File: src/rtl/pipelined_adder_pkg.sv
// ---------------------------------------------------------------------------
// pipelined_adder_pkg
//   Shared defaults and a small helper for the pipelined add/subtract unit.
//   DEFAULT_WIDTH / DEFAULT_STAGES : default parameter values for the top.
//   signedOverflow()               : two's-complement overflow from the MSBs
//                                    of both addends and of the result.
// ---------------------------------------------------------------------------
package pipelined_adder_pkg;

   localparam int DEFAULT_WIDTH  = 32;
   localparam int DEFAULT_STAGES = 4;

   // Overflow happens only when both addends share a sign and the result's
   // sign differs from it. The second addend is the already-inverted operand
   // in subtract mode, so this single rule covers add and subtract.
   function automatic logic signedOverflow(input logic aMsb,
                                           input logic bMsb,
                                           input logic sMsb);
      return (aMsb == bMsb) && (sMsb != aMsb);
   endfunction

endpackage

File: src/rtl/pipelined_adder_slice.sv
// ---------------------------------------------------------------------------
// adder_slice
//   Purely combinational CHUNK-bit full adder: {co, r} = x + y + ci.
//   One slice sits in each pipeline stage of pipelined_adder.
//   Ports:
//     x, y  in  CHUNK  addend chunks
//     ci    in  1      carry in from the previous stage
//     r     out CHUNK  sum chunk
//     co    out 1      carry out to the next stage
// ---------------------------------------------------------------------------
module adder_slice
   import pipelined_adder_pkg::*;
#(
   parameter int CHUNK = 8
) (
   input  logic [CHUNK-1:0] x,
   input  logic [CHUNK-1:0] y,
   input  logic             ci,
   output logic [CHUNK-1:0] r,
   output logic             co
);

   // Operands are zero-extended by one bit so the top bit of the sum is the carry.
   assign {co, r} = {1'b0, x} + {1'b0, y} + {{CHUNK{1'b0}}, ci};

endmodule

File: src/rtl/pipelined_adder.sv
// ---------------------------------------------------------------------------
// pipelined_adder
//   WIDTH-bit two's-complement add/subtract unit whose carry chain is split
//   into STAGES register stages of CHUNK = WIDTH/STAGES bits each. Stage k
//   adds chunk k using the carry registered by stage k-1. Upper operand chunks
//   travel alongside (skew) and finished lower result chunks travel forward
//   (deskew), so the full sum leaves the last stage aligned.
//   Flow control is a single global advance: every stage moves together when
//   the output is empty or being consumed; bubbles are carried, not collapsed.
//   Ports:
//     clk        in   1      clock, rising edge
//     rst_n      in   1      asynchronous active-low reset
//     in_valid   in   1      a/b/cin/sub valid
//     in_ready   out  1      an operand set is accepted this cycle
//     a, b       in   WIDTH  operands
//     cin        in   1      carry-in (add) / borrow-in (sub)
//     sub        in   1      0: s=a+b+cin  1: s=a-b-cin
//     out_valid  out  1      s/cout/ovf valid
//     out_ready  in   1      downstream consumes the result
//     s          out  WIDTH  result modulo 2^WIDTH
//     cout       out  1      carry out of the MSB (sub: 1 = no borrow)
//     ovf        out  1      signed overflow
// ---------------------------------------------------------------------------
module pipelined_adder
   import pipelined_adder_pkg::*;
#(
   parameter int WIDTH  = DEFAULT_WIDTH,
   parameter int STAGES = DEFAULT_STAGES
) (
   input  logic             clk,
   input  logic             rst_n,
   input  logic             in_valid,
   output logic             in_ready,
   input  logic [WIDTH-1:0] a,
   input  logic [WIDTH-1:0] b,
   input  logic             cin,
   input  logic             sub,
   output logic             out_valid,
   input  logic             out_ready,
   output logic [WIDTH-1:0] s,
   output logic             cout,
   output logic             ovf
);

   localparam int CHUNK = WIDTH / STAGES;
   localparam int LAST  = STAGES - 1;

   if ((STAGES < 1) || ((WIDTH % STAGES) != 0)) begin : gBadParam
      $error("pipelined_adder: WIDTH (%0d) must be a positive multiple of STAGES (%0d)",
             WIDTH, STAGES);
   end

   logic             adv;
   logic [WIDTH-1:0] bx;
   logic             c0;

   // Per-stage pipeline state: valid bit, carry into the next stage, the
   // operands carried along, and the partially assembled result.
   logic             valid_q [STAGES];
   logic             valid_d [STAGES];
   logic             carry_q [STAGES];
   logic             carry_d [STAGES];
   logic [WIDTH-1:0] a_q     [STAGES];
   logic [WIDTH-1:0] a_d     [STAGES];
   logic [WIDTH-1:0] bx_q    [STAGES];
   logic [WIDTH-1:0] bx_d    [STAGES];
   logic [WIDTH-1:0] res_q   [STAGES];
   logic [WIDTH-1:0] res_d   [STAGES];

   // Whole pipeline advances unless a finished result is stuck at the output.
   assign adv      = !out_valid || out_ready;
   assign in_ready = adv;

   // Subtraction is a + ~b + 1; the borrow-in inverts into the carry-in.
   assign bx = sub ? ~b : b;
   assign c0 = sub ? ~cin : cin;

   for (genvar k = 0; k < STAGES; k++) begin : gStage
      logic [WIDTH-1:0] stageX;
      logic [WIDTH-1:0] stageY;
      logic [WIDTH-1:0] stageRes;
      logic             stageC;
      logic             stageValid;
      logic [WIDTH-1:0] merged;
      logic [CHUNK-1:0] sliceR;
      logic             sliceCo;

      if (k == 0) begin : gFirst
         assign stageX     = a;
         assign stageY     = bx;
         assign stageC     = c0;
         assign stageRes   = '0;
         assign stageValid = in_valid;
      end else begin : gRest
         assign stageX     = a_q[k-1];
         assign stageY     = bx_q[k-1];
         assign stageC     = carry_q[k-1];
         assign stageRes   = res_q[k-1];
         assign stageValid = valid_q[k-1];
      end

      adder_slice #(.CHUNK(CHUNK)) uSlice (
         .x  (stageX[k*CHUNK +: CHUNK]),
         .y  (stageY[k*CHUNK +: CHUNK]),
         .ci (stageC),
         .r  (sliceR),
         .co (sliceCo)
      );

      // Drop this stage's freshly computed chunk into the travelling result.
      always_comb begin
         merged                     = stageRes;
         merged[k*CHUNK +: CHUNK]   = sliceR;
      end

      assign valid_d[k] = stageValid;
      assign carry_d[k] = sliceCo;
      assign a_d[k]     = stageX;
      assign bx_d[k]    = stageY;
      assign res_d[k]   = merged;
   end

   // All stage registers share one enable so bubbles and stalls keep their
   // positions; reset clears every valid bit, flushing anything in flight.
   always_ff @(posedge clk or negedge rst_n) begin
      if (!rst_n) begin
         for (int k = 0; k < STAGES; k++) begin
            valid_q[k] <= 1'b0;
            carry_q[k] <= 1'b0;
            a_q[k]     <= '0;
            bx_q[k]    <= '0;
            res_q[k]   <= '0;
         end
      end else if (adv) begin
         for (int k = 0; k < STAGES; k++) begin
            valid_q[k] <= valid_d[k];
            carry_q[k] <= carry_d[k];
            a_q[k]     <= a_d[k];
            bx_q[k]    <= bx_d[k];
            res_q[k]   <= res_d[k];
         end
      end
   end

   assign out_valid = valid_q[LAST];
   assign s         = res_q[LAST];
   assign cout      = carry_q[LAST];
   assign ovf       = signedOverflow(a_q[LAST][WIDTH-1], bx_q[LAST][WIDTH-1],
                                     res_q[LAST][WIDTH-1]);

endmodule
File: config.mk
export PLATFORM = sky130hd
export DESIGN_NAME = pipelined_adder
export DESIGN_NICKNAME = d
export VERILOG_FILES = /design/src/rtl/pipelined_adder_pkg.sv /design/src/rtl/pipelined_adder_slice.sv /design/src/rtl/pipelined_adder.sv
export SDC_FILE = /design/constraint.sdc
export NUM_CORES = 1
export LEC_CHECK = 0
export CAP_MARGIN = 20
export CORE_MARGIN = 2
export CORE_UTILIZATION = 60
export CTS_CLUSTER_DIAMETER = 200
export DETAILED_ROUTE_END_ITERATION = 8
export PLACE_DENSITY = 0.94
export SLEW_MARGIN = 30
export SYNTH_ARGS = -nofsm -noshare
export SYNTH_HDL_FRONTEND = slang
export SYNTH_HIERARCHICAL = 1
export SYNTH_SLANG_ARGS = --single-unit
File: constraint.sdc
create_clock -name clk -period 3.56 [get_ports clk]
set_input_delay 1.068 -clock clk [delete_from_list [all_inputs] [get_ports clk]]
set_output_delay 1.068 -clock clk [all_outputs]
set_load 0.01 [all_outputs]
==> impl_metrics.json <==
{
  "cp_data_arrival_time_ns": 2.27,
  "leakage_nw": 4.98,
  "min_from": "gStage[3].stageValid$_DFFE_PN0P_",
  "ios": 106,
  "synth-xor-area-share_pct": 4.72,
  "pg_clk_mw": 1.77,
  "power-top-group": "combinational logic",
  "ff_count": 186,
  "drive_gt1_share_pct": 32.9,
  "maxSlewHeadroom_pct": 52.9,
  "clock_latency_ns": 0.44,
  "clock-sinks": 186,
  "cts_buffers": 17,
  "intPower_mw": 6.80,
  "switching_share_pct": 32.3,
  "hp-class": "flop to flop",
  "cpMostUsedCell": "clkdlybuf4s50_1",
  "pre_cts_ws_ns": 0.0812,
  "syn_inst": 596,
  "synth.avg_cell_area_sq_um": 15.2,
  "dr.pass1.iters": 4,
  "clkTransAtPathRegs_ns": 0.06,
  "vias": 5081,
  "stdcell_count": 900,
  "final_area_sq_um": 10800,
  "crit_required_ns": 2.49,
  "p_seq_share_pct": 36.9,
  "synthToLayoutAreaGrowth_pct": 18.7,
  "topCellsByArea": "dfrtp_1 (51%), mux2_4 (21%), mux2_2 (7.1%)",
  "grt_usage_pct": 22.5,
  "startpoint_type": "primary input",
  "power.total_mw": 10.0,
  "die_w_microns": 127,
  "met2_usage_pct": 37.9,
  "comb_area_share_pct": 38.7,
  "cts_max_level": 4,
  "drv_cap": 0,
  "synth_cell_types": 33,
  "min_to": "out_valid$_DFFE_PN0P_",
  "postRouteAntennaNets": 0,
  "lay_top_cells": "dfrtp_1 (186), mux2_4 (128), clkdlybuf4s50_1 (103), mux2_2 (57), xor2_1 (41)",
  "whs_path_depth": 1,
  "comb_power_share_pct": 45.5,
  "final_hold_viol_count": 0,
  "crit_fanout": 3,
  "p_comb_mw": 4.57,
  "cp_slowest_stage_delay_ns": 0.55,
  "synth-compound-area-share_pct": 4.45,
  "netlist.area_leader.share_pct": 51.2,
  "ir_drop_uv": 500,
  "grt_max_degree": 96,
  "dieArea_sq_um": 16100,
  "met1_length_microns": 7120,
  "powerSeq_mw": 3.70,
  "top_usage_layer": "met2",
  "dp_cells": 867,
  "synth-seq-cells": 186,
  "comb_cells": 373,
  "dr_wl_met3_microns": 642,
  "drt_iter0_drc": 360,
  "nNonClkInverters": 12,
  "use_met3_pct": 4.86,
  "crit_chain": "clkdlybuf4s50_1 -> nand2b_4 -> clkdlybuf4s50_1",
  "rsz0062_at_grt": "no",
  "tool_warnings": 26,
  "grt_pass1_wl_microns": 28400,
  "final.setup.worst_slack_ns": 0.219,
  "slew_violations": 0,
  "end_kind": "output pin",
  "edf_count": 0,
  "top_cells_by_count": "dfrtp_1 (186), mux2_4 (128), mux2_2 (57)",
  "clock_cell_area_share_pct": 5.08,
  "ys.flop_type": "dfrtp_1",
  "worst_slew_pin_slew_ns": 0.706,
  "cts_tree": "yes",
  "status": "completed",
  "flop_area_sq_um": 4650,
  "antennaDiodeCount": 1,
  "power.switching_mw": 3.24,
  "crit_family": "buffers and inverters",
  "met1_usage_pct": 28.3,
  "fin_nets": 808,
  "logic_area_sq_um": 4170,
  "critPathLaunch": "out_ready",
  "r2r_setup_slack_ns": 1.20,
  "clockBufferDepth": 2,
  "vias_per_cell": 5.65,
  "final-nonclk-buf-share_pct": 10.5,
  "cts-resized-gates": 0,
  "dr.max_layer_used": "met5",
  "period_minus_slack_ns": 3.34,
  "finalClockPeriodUsage_pct": 93.8,
  "r2r-start": "gStage[3].stageY[24]$_DFFE_PN0P_",
  "io_buffers": 105,
  "setup_viol": 0,
  "detail_route.wl_per_cell_microns": 18.9,
  "critPathSlowestCell": "clkdlybuf4s50_1",
  "ys_cells": 596,
  "drc": 0
}
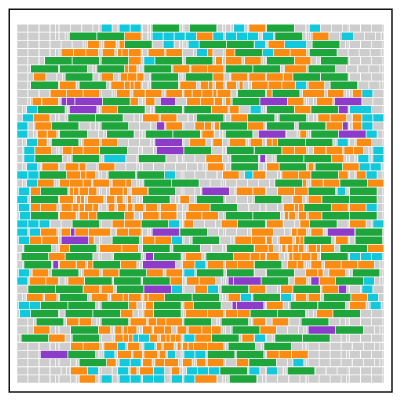
(placement by cell class)
(3 px per micron) Fill, decap, tap and diode cells in gray.
Green shows registers, cells 186, share of their area 44%. Purple shows clock drivers and dummy loads, cells 32, share of their area 5.2%. Cyan shows remaining buffers and delay cells, cells 112, share of their area 11%. Orange shows remaining logic cells, cells 385, share of their area 40%.
Layout Utilization: 73.7%
Rows: 44

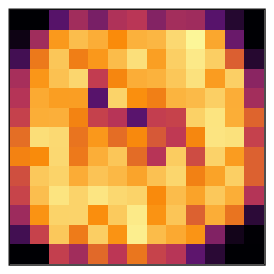
(cell area per tile)
(2 px per micron) The die is cut into 13 by 13 equal tiles; black is low, pale yellow is high, 0 to 100% covered.
51% of the tiles are over 75% full. The fullest tile reaches 98%. 5.3% of the tiles are nearly empty. The mean over all tiles is 65%.
Core Region: 14600 sq um
fp_density: 62.1%

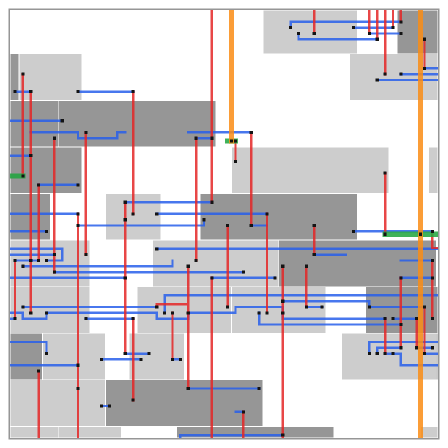
(zoomed window)
Window x 51 to 76, y 51 to 76 microns. Cells in gray, sequential cells in the stronger gray; small squares are vias.
Green shows M3. Blue shows M1. Orange shows M4. Red shows M2.
Most frequent: mux2_4 (7), dfrtp_1 (4). 18 logic cells have their middle in the window. Netlist names of flops here include gStage.stageY (3), gStage.stageX (1). Sequential cells in the window: 4.

Power and IR drop assume default switching activity.
